**Run 1: signal wires on met2**

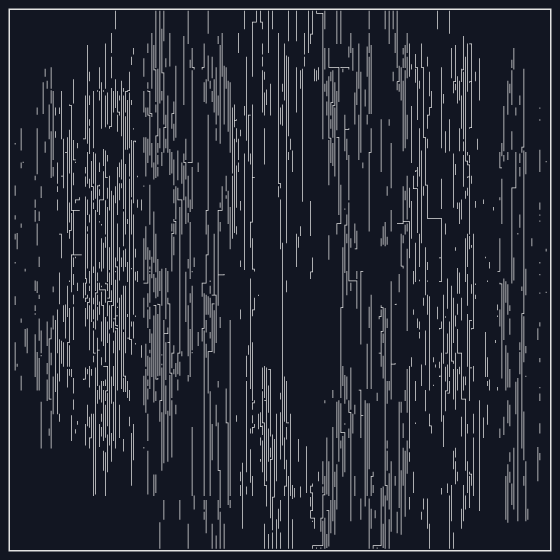
**Run 1: routing congestion map**

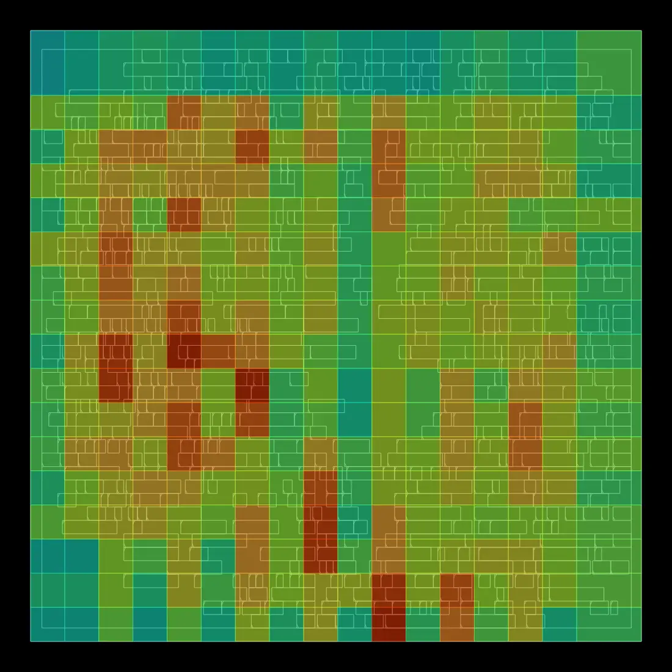
**Run 1: signal wires on met3**

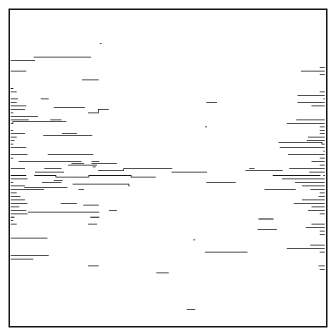
`src/rtl/pipe_fetch_queue.sv`:
```
// ---------------------------------------------------------------------------
// pipe_fetch_queue
//
// Small in-order instruction queue between the fetch stage (PC register plus
// instruction memory) and the decode stage. Each accepted fetch stores the
// pair {FetchPC+4, FetchInstr}. The oldest pair is presented to ID.
//
// Parameters:
//   DEPTH          number of entries (2..16, need not be a power of two)
//
// Ports:
//   Clk            clock, all state changes on the rising edge
//   Reset          synchronous active-high reset, overrides every other input
//   FetchValid     FetchPC/FetchInstr carry a valid fetch this cycle
//   FetchPC        address of the fetched instruction
//   FetchInstr     instruction word from instruction memory
//   IDStall        decode cannot consume the head entry this cycle
//   Flush          drop every queued entry and any enqueue this cycle
//   PCHold         queue full; the PC register must hold its value
//   IDValid        head entry valid
//   IDInstr        head instruction, 0 (NOP) when IDValid=0
//   IDPCPlus4      head entry's PC+4, 0 when IDValid=0
//
// Optional (macro FETCHQ_STATS_EN):
//   HoldCycles     saturating count of non-reset cycles with PCHold=1
//   FlushedEntries saturating sum of the occupancy discarded by each Flush
// ---------------------------------------------------------------------------
module pipe_fetch_queue #(
    parameter int DEPTH = 2
) (
    input  logic        Clk,
    input  logic        Reset,
    input  logic        FetchValid,
    input  logic [31:0] FetchPC,
    input  logic [31:0] FetchInstr,
    input  logic        IDStall,
    input  logic        Flush,
    output logic        PCHold,
    output logic        IDValid,
    output logic [31:0] IDInstr,
    output logic [31:0] IDPCPlus4
`ifdef FETCHQ_STATS_EN
    ,
    output logic [31:0] HoldCycles,
    output logic [31:0] FlushedEntries
`endif
);

    localparam int PW = (DEPTH > 1) ? $clog2(DEPTH) : 1;
    localparam int CW = $clog2(DEPTH + 1);
    localparam logic [PW-1:0] LAST_IDX = PW'(DEPTH - 1);
    localparam logic [CW-1:0] FULL_CNT = CW'(DEPTH);

    // Each entry is {pc_plus4, instr}.
    logic [63:0]   mem_reg [DEPTH];
    logic [PW-1:0] wr_ptr_reg, wr_ptr_next;
    logic [PW-1:0] rd_ptr_reg, rd_ptr_next;
    logic [CW-1:0] count_reg, count_next;

    logic        enq;
    logic        deq;
    logic [63:0] head;
    logic [63:0] wr_data;

    // Outputs depend only on registered state: no Fetch* -> ID* bypass.
    assign PCHold  = (count_reg == FULL_CNT);
    assign IDValid = (count_reg != '0);
    assign head    = mem_reg[rd_ptr_reg];
    assign IDInstr   = IDValid ? head[31:0]  : 32'h0000_0000;
    assign IDPCPlus4 = IDValid ? head[63:32] : 32'h0000_0000;

    // A full queue refuses the fetch even when the head drains this cycle,
    // so PCHold never depends on IDStall.
    assign enq = FetchValid && !PCHold && !Flush;
    assign deq = IDValid && !IDStall && !Flush;

    // 32-bit add; 32'hFFFFFFFC wraps to 0.
    assign wr_data = {FetchPC + 32'd4, FetchInstr};

    always_comb begin
        wr_ptr_next = wr_ptr_reg;
        rd_ptr_next = rd_ptr_reg;
        count_next  = count_reg;
        if (Flush) begin
            wr_ptr_next = '0;
            rd_ptr_next = '0;
            count_next  = '0;
        end else begin
            if (enq) begin
                wr_ptr_next = (wr_ptr_reg == LAST_IDX) ? '0 : wr_ptr_reg + 1'b1;
            end
            if (deq) begin
                rd_ptr_next = (rd_ptr_reg == LAST_IDX) ? '0 : rd_ptr_reg + 1'b1;
            end
            if (enq && !deq) begin
                count_next = count_reg + 1'b1;
            end else if (deq && !enq) begin
                count_next = count_reg - 1'b1;
            end
        end
    end

    always_ff @(posedge Clk) begin
        if (Reset) begin
            wr_ptr_reg <= '0;
            rd_ptr_reg <= '0;
            count_reg  <= '0;
        end else begin
            wr_ptr_reg <= wr_ptr_next;
            rd_ptr_reg <= rd_ptr_next;
            count_reg  <= count_next;
        end
    end

    // One write-enabled register per entry; storage is cleared on reset.
    generate
        for (genvar gi = 0; gi < DEPTH; gi++) begin : g_entry
            always_ff @(posedge Clk) begin
                if (Reset) begin
                    mem_reg[gi] <= '0;
                end else if (enq && (wr_ptr_reg == PW'(gi))) begin
                    mem_reg[gi] <= wr_data;
                end
            end
        end
    endgenerate

`ifdef FETCHQ_STATS_EN
    logic [31:0] hold_cycles_reg;
    logic [31:0] flushed_entries_reg;
    logic [32:0] flush_sum;

    // One extra bit catches overflow of the accumulated flush count.
    assign flush_sum = {1'b0, flushed_entries_reg} + 33'(count_reg);

    always_ff @(posedge Clk) begin
        if (Reset) begin
            hold_cycles_reg     <= '0;
            flushed_entries_reg <= '0;
        end else begin
            if (PCHold && (hold_cycles_reg != 32'hFFFF_FFFF)) begin
                hold_cycles_reg <= hold_cycles_reg + 32'd1;
            end
            if (Flush) begin
                flushed_entries_reg <= flush_sum[32] ? 32'hFFFF_FFFF : flush_sum[31:0];
            end
        end
    end

    assign HoldCycles     = hold_cycles_reg;
    assign FlushedEntries = flushed_entries_reg;
`endif

endmodule

```
`config.mk`:
```
export PLATFORM = sky130hd
export DESIGN_NAME = pipe_fetch_queue
export DESIGN_NICKNAME = d
export VERILOG_FILES = /design/src/rtl/pipe_fetch_queue.sv
export SDC_FILE = /design/constraint.sdc
export NUM_CORES = 1
export LEC_CHECK = 0
export CORE_MARGIN = 2
export CORE_UTILIZATION = 45
export CTS_CLUSTER_SIZE = 30
export DETAILED_ROUTE_END_ITERATION = 10
export PLACE_DENSITY_LB_ADDON = 0.3
export RECOVER_POWER = 25
export SLEW_MARGIN = 20
export SYNTH_ARGS = -nofsm -noshare
export SYNTH_HDL_FRONTEND = slang
export SYNTH_SLANG_ARGS = --single-unit
```
`constraint.sdc`:
```
create_clock -name Clk -period 2.8 [get_ports Clk]
set_input_delay 0.42 -clock Clk [delete_from_list [all_inputs] [get_ports Clk]]
set_output_delay 0.42 -clock Clk [all_outputs]
set_load 0.02 [all_outputs]
```
==> run summary, run 1 <==
Syn Nets: 608
Power Total: 5.12 mW
Max stage delay on crit path: 0.64 ns
Inst Count DP: 844
yosys simple share: 19.7%
via count: 4627
adder share: 0.389%
biggest area consumer among synthesized cells: edfxtp_1
switching portion of total power: 21.5%
Floorplan Utilization: 46.1%
placed inst area: 8150 µm²
Hold WS: 0.563 ns
HP Class: reg2reg
max frequency: 389 MHz
ys cells: 537
pin count of the biggest net entering global routing: 37
layout cell share with drive strength beyond 1: 8.92%
setup TNS: 0 ns
clock-pin slew on the worst setup and hold paths: 0.05 ns
OpenROAD warnings: 26
Hold Buf Count CTS: 0
Final Cycle Share: 91.7%
Final Wtd Congestion: 0.870
NumNets Final: 754
initial antenna violation count: 0
CP max FO: 14
most frequent cells after synthesis: edfxtp_1 (128), nor2_1 (100), and2_1 (70)
crit path time final: 2.57 ns
number of synthesized flops with an enable pin: 128
WL final: 14500 µm
first-pass GRT wire length: 22700 µm
PwrDens: 588 nW/µm²
post-route cell area: 8720 µm²
fin. max-slew vios: 0
comb area leader: simple AND/OR/NAND/NOR gates
P&R area growth vs syn: 35.7%
die height: 124 µm
Buffers & Inverters on Critical Path: 2
vias in the first global route: 4566
DRC violations left: 0
num ports: 135
setup slack after layout: 0.233 ns
status: finished, final reports clean
Yosys Chip Area: 6430 µm²
Top FF cell, synth: edfxtp_1
Mapped Cells: 537
initial drt markers: 367
Worst-Skew Late Latency: 0.41 ns
clock buffer depth: 2
Setup Skew: 0.00689 ns
Back to the opening pictures, 'signal wires on met2':
main direction: vertical
share of all routed wire: 49%
nets with wire on the layer: 660
longest straight run: 46.2 µm

Back to the opening pictures, 'routing congestion map':
met3 GRT Util: 4.57%
Total GRT Usage: 19.7%
met2 Use GR: 33.0%

Back to the opening pictures, 'signal wires on met3':
share of all routed wire: 6.5%
longest straight run: 27.6 µm
main direction: horizontal
wire length on this layer: 947 µm

run 1: power groups by stage:
stage                     Combinational, mW  Clock (mW)  Sequential (mW)
final                                 0.536        2.26             2.33
after global routing                  0.581        2.37             2.34
after global placement                0.534           0             2.36
after floorplan                       0.247           0             2.36
after CTS                             0.543        2.29             2.33
after detailed placement              0.540           0             2.37
run 1: cell type report:
cell class | instances | area (µm²) | share of cell area [%]
clock buffer | 21 | 440 | 5.05
inverter | 4 | 15.0 | 0.172
timing repair buffer | 159 | 1590 | 18.3
multi-input combinational | 368 | 2340 | 26.9
sequential | 133 | 3950 | 45.3
tap | 180 | 225 | 2.58
clock inverter | 10 | 156 | 1.79
run 1: metal layers:
metal,up-vias,track usage [%],share of wire (%)
met3,15,4.57,6.5
met5,-,0,0
met2,173,33.0,49
met4,0,7.46,1.5
li1,2227,-,-
met1,2212,24.8,43
run 1: worst max path at each step:
stage,to,start,depth (start not counted)
final,IDPCPlus4[18],register,4
after global routing,IDPCPlus4[18],register,4
after CTS,IDPCPlus4[27],register,4
after detailed placement,mem_reg[0][56]$_SDFFCE_PN0P_,FetchPC[2],6
after global placement,mem_reg[1][54]$_SDFFCE_PN0P_,FetchPC[2],6
after floorplan,mem_reg[0][0]$_SDFFCE_PN0P_,Flush,3
run 1: cells in the final DEF (no fill, tap or decap), types with 9 or more instances in the layout:
| master | count |
|---|---|
| clkdlybuf4s50_1 | 133 |
| edfxtp_1 | 128 |
| nor2_1 | 99 |
| mux2i_1 | 64 |
| and2_1 | 42 |
| and2_0 | 28 |
| a21oi_1 | 26 |
| clkbuf_16 | 17 |
| buf_4 | 15 |
| nand4_1 | 12 |
| xnor2_1 | 11 |
| xor2_1 | 9 |
**Run 1: signal wires on met1**

The bar under the picture is 20 µm long.
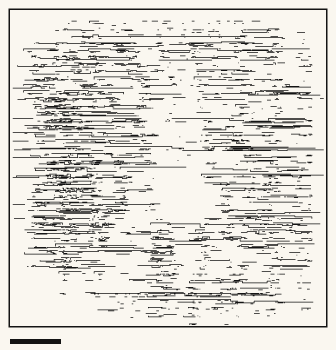

==> run 1 -> run 2 <==
==> constraint.sdc (replaced) <==
create_clock -name Clk -period 2.1 [get_ports Clk]
set_input_delay 0.315 -clock Clk [delete_from_list [all_inputs] [get_ports Clk]]
set_output_delay 0.315 -clock Clk [all_outputs]
set_load 0.02 [all_outputs]
**Run 2: signal wires on met1**

The bar under the picture is 20 µm long.
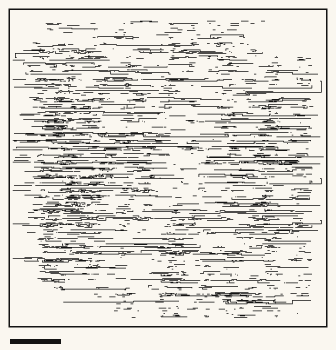
main direction: horizontal
share of all routed wire: 43%
longest straight run: 32.7 µm
nets with wire on the layer: 711

**Run 2: routing congestion map**

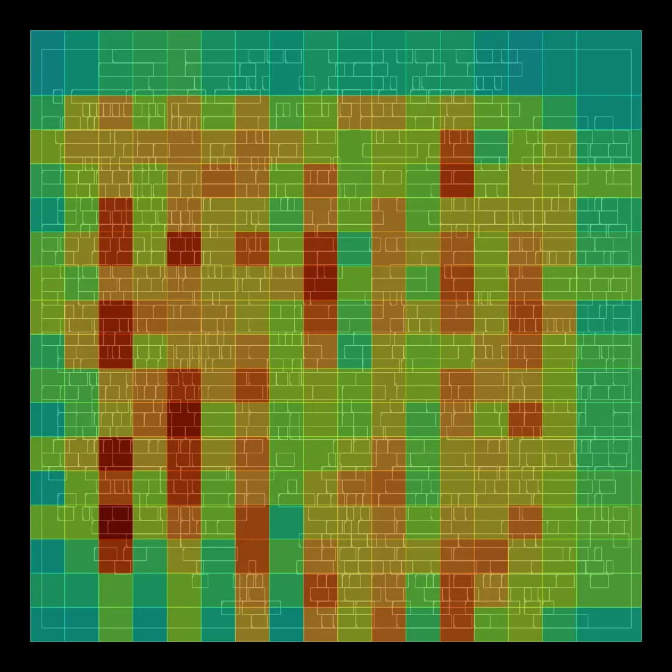
wire length per cell: 17.7 µm
met2 Use GR: 35.6%
Core Util, Final: 66.1%
most crowded layer after global routing: met2
Total GRT Usage: 21.5%

==> run 2 against run 1 <==
  * The flow now finishes with violations (setup timing)
  * Sequential share of layout area down 2.4 points
  * Worst hold slack lost 0.14 ns
  * Setup slack got worse by 0.26 ns
  * Register-to-register slack worse by 0.62 ns
  * Sequential cell count unchanged
  * First-iteration DRC count grew 4.1%
  * Die size is the same
  * Power increased by 38%
  * Largest power group is now clock
  * Highest routed layer unchanged
==> run summary, run 2 <==
status: complete, but fails checks (was finished, final reports clean)
failing checks: setup timing
Worst-Skew Late Latency: 0.41 ns (about the same)
Yosys Chip Area: 6430 µm² (unchanged)
initial antenna violation count: 0 (unchanged)
Setup-failing EPs final: 5 (was 0)
Mapped Cells: 537 (unchanged)
fin. max-slew vios: 0 (unchanged)
top layer used by detailed routing: met4 (unchanged)
pin count of the biggest net entering global routing: 40 (was 37)
Final Wtd Congestion: 0.883 (was 0.870)
Floorplan Utilization: 46.1% (unchanged)
switching portion of total power: 21.9% (was 21.5%)
Buffers & Inverters on Critical Path: 2 (unchanged)
WL final: 16100 µm (was 14500 µm)
Gate Area: 2450 µm² (was 2340 µm²)
Setup Skew: 0.00525 ns (was 0.00689 ns)
number of synthesized flops with an enable pin: 128 (unchanged)
setup slack after layout: -0.0301 ns (was 0.233 ns)
Hold Buf Count CTS: 0 (unchanged)
die height: 124 µm (unchanged)
PwrDens: 767 nW/µm² (was 588 nW/µm²)
clock buffer depth: 2 (unchanged)
most frequent cells after synthesis: edfxtp_1 (128), nor2_1 (100), and2_1 (70) (unchanged)
Inst Count DP: 873 (was 844)
crit path time final: 2.13 ns
OpenROAD warnings: 28 (was 26)
biggest area consumer among synthesized cells: edfxtp_1 (unchanged)
via count: 4929 (was 4627)
run 2: cell counts after synthesis:
No cell type changed its count.
run 2: timing repair:
item                                    4_1_cts  5_1_grt
resized                                      77       40
gates cloned                                  3        1
pin swaps                                     2        5
endpoints found under the setup margin       76       46
buffers inserted                              0        5
hold endpoints to repair                      0        0
run 2: logic make-up (layout without fill, tap and decap cells):
kind of cell | Yosys count | after routing | synth area share, %
flops | 133 | 133 | 61.4
fa+ha+maj | 2 | 2 | 0.389
simple gates | 241 | 242 | 19.7
buf+inv | 36 | 232 | 2.34
compound gates | 41 | 41 | 3.47
mux | 64 | 64 | 9.97
xor+xnor | 20 | 20 | 2.73
run 2: cell type report:
| class | instances | share of cell area, % |
|---|---|---|
| clock buffer | 19 | 4.70 |
| clock inverter | 13 | 2.21 |
| inverter | 4 | 0.163 |
| multi-input combinational | 369 | 26.7 |
| sequential | 133 | 42.9 |
| tap | 180 | 2.45 |
| timing repair buffer | 196 | 20.9 |
run 2: worst paths after layout:
kind,cells past startpoint,to,startpoint
max reg2reg,4,mem_reg[0][57]$_SDFFCE_PN0P_,count_reg[1]$_SDFFE_PP0P_
max,6,mem_reg[0][56]$_SDFFCE_PN0P_,FetchPC[14]
min,4,mem_reg[0][48]$_SDFFCE_PN0P_,FetchPC[16]
min reg2reg,2,rd_ptr_reg$_SDFFE_PP0P_,rd_ptr_reg$_SDFFE_PP0P_
run 2: per-stage QoR:
step                worst slack [ns]  hold WS [ns]  area (µm²)
floorplan                     0.0393         0.392        6430
CTS                          -0.0443         0.508        9100
global placement              -0.484         0.540        8420
finish                       -0.0301         0.426        9210
detailed placement            -0.540         0.555        8420
global route                 -0.0368         0.436        9210
==> run 2 -> run 3 <==
--- a/config.mk
+++ b/config.mk
@@ -5,6 +5,7 @@
 export SDC_FILE = /design/constraint.sdc
 export NUM_CORES = 1
 export LEC_CHECK = 0
+export CAP_MARGIN = 15
 export CORE_MARGIN = 2
 export CORE_UTILIZATION = 45
 export CTS_CLUSTER_SIZE = 30
**Run 3: signal wires on met3**

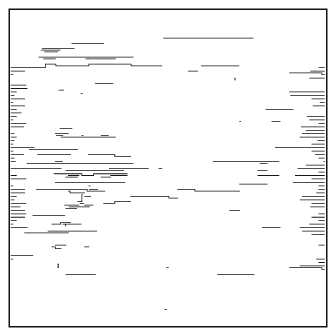
nets with wire on the layer: 135
wire length on this layer: 1220 µm
main direction: horizontal
share of all routed wire: 7.6%

**Run 3: routing congestion map**

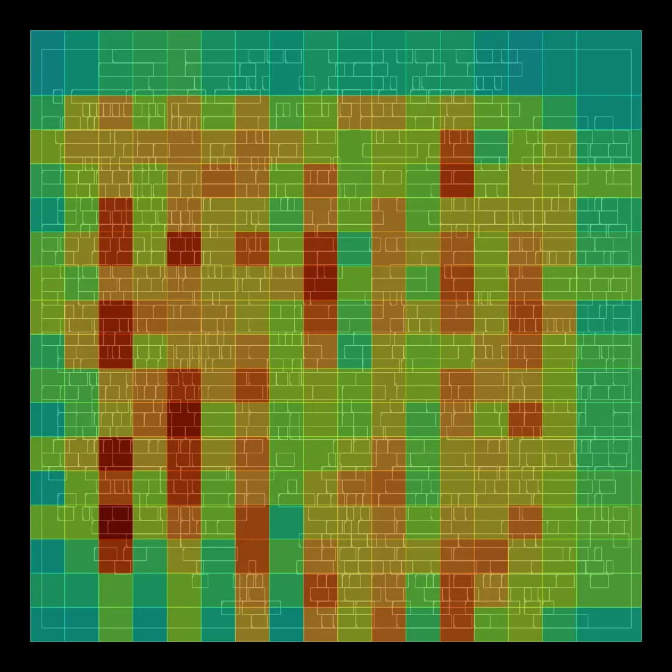
met1 layer usage reported by global route: 27.5%
met3 GRT Util: 4.70%

==> run 3 against run 2 <==
  * The flow still finishes with violations (setup timing)
  * Global-route usage stayed put
  * Combinational power hardly changed
  * Setup slack unchanged
  * Final area stayed put
  * Clock-buffer cell count unchanged
  * Maximum frequency stayed put
  * Core utilization did not move
  * Largest cell class unchanged
  * Largest power group unchanged
  * Highest routed layer unchanged
==> run summary, run 3 <==
status: complete, but fails checks (unchanged)
failing checks: setup timing (unchanged)
first-pass GRT wire length: 24400 µm (unchanged)
Syn Nets: 608 (unchanged)
OpenROAD warnings: 28 (unchanged)
max frequency: 469 MHz (unchanged)
Setup-failing EPs final: 5 (unchanged)
NumNets Final: 792 (unchanged)
placed inst area: 8420 µm² (unchanged)
DRC violations left: 0 (unchanged)
layout cell share with drive strength beyond 1: 17.4% (unchanged)
P&R area growth vs syn: 43.3% (unchanged)
num ports: 135 (unchanged)
fin. max-slew vios: 0 (unchanged)
Core Util, Final: 66.1% (unchanged)
via count: 4929 (unchanged)
crit path time final: 2.13 ns (unchanged)
setup TNS: -0.102 ns (unchanged)
initial drt markers: 382 (unchanged)
number of synthesized flops with an enable pin: 128 (unchanged)
pin count of the biggest net entering global routing: 40 (unchanged)
setup slack after layout: -0.0301 ns (unchanged)
HP Class: in2reg (unchanged)
post-route cell area: 9210 µm² (unchanged)
Setup Skew: 0.00525 ns (unchanged)
Hold WS: 0.426 ns (unchanged)
clock buffer depth: 2 (unchanged)
cts repair resizes: 77 (unchanged)
Total GRT Usage: 21.5% (unchanged)
Mapped Cells: 537 (unchanged)
Yosys Chip Area: 6430 µm² (unchanged)
comb area leader: simple AND/OR/NAND/NOR gates (unchanged)
Post-CTS Setup Repair Bufs: 0 (unchanged)
CP max FO: 6 (unchanged)
[run 3: cell counts after synthesis]
No cell type changed its count.
[run 3: critical path, cell delays in order]
cell,delay (ns)
clkdlybuf4s50_1,0.47
nand4_1,0.21
or4_4,0.66
buf_4,0.18
o31ai_2,0.32
a21oi_1,0.11
[run 3: cell type report]
class / count / area, µm²
Fill cell: 1046 / 4720
Sequential cell: 133 / 3950
Multi-Input combinational cell: 369 / 2450
Timing Repair Buffer: 196 / 1930
Clock buffer: 19 / 433
Tap cell: 180 / 225
Clock inverter: 13 / 204
Inverter: 4 / 15.0
[run 3: stage by stage]
step,cells,setup slack [ns]
global placement,873,-0.484
detailed placement,873,-0.540
CTS,908,-0.0443
finish,914,-0.0301
floorplan,537,0.0393
global route,914,-0.0368
[run 3: worst paths after layout]
check	startpoint	endpoint	slack, ns	cells after the start
setup / recovery	FetchPC[14]	mem_reg[0][56]$_SDFFCE_PN0P_	-0.03	6
hold / removal	FetchPC[16]	mem_reg[0][48]$_SDFFCE_PN0P_	0.43	4
setup reg to reg	count_reg[1]$_SDFFE_PP0P_	mem_reg[0][57]$_SDFFCE_PN0P_	0.22	4
hold reg to reg	rd_ptr_reg$_SDFFE_PP0P_	rd_ptr_reg$_SDFFE_PP0P_	0.57	2
[run 3: power breakdown]
group          switching [mW]  total (mW)  internal [mW]
registers              0.0450        3.11           3.06
logic                   0.414       0.771          0.356
clock network            1.09        3.19           2.10
[run 3: layer usage]
layer | GRT usage (%) | share of wire, % | vias to the layer above
li1 | - | - | 2318
met1 | 27.5 | 43 | 2366
met2 | 35.6 | 48 | 228
met3 | 4.70 | 7.6 | 17
met4 | 8.17 | 1.5 | 0
met5 | 0 | 0 | -
Power figures rest on the tool's default switching activity, not on a simulated workload.
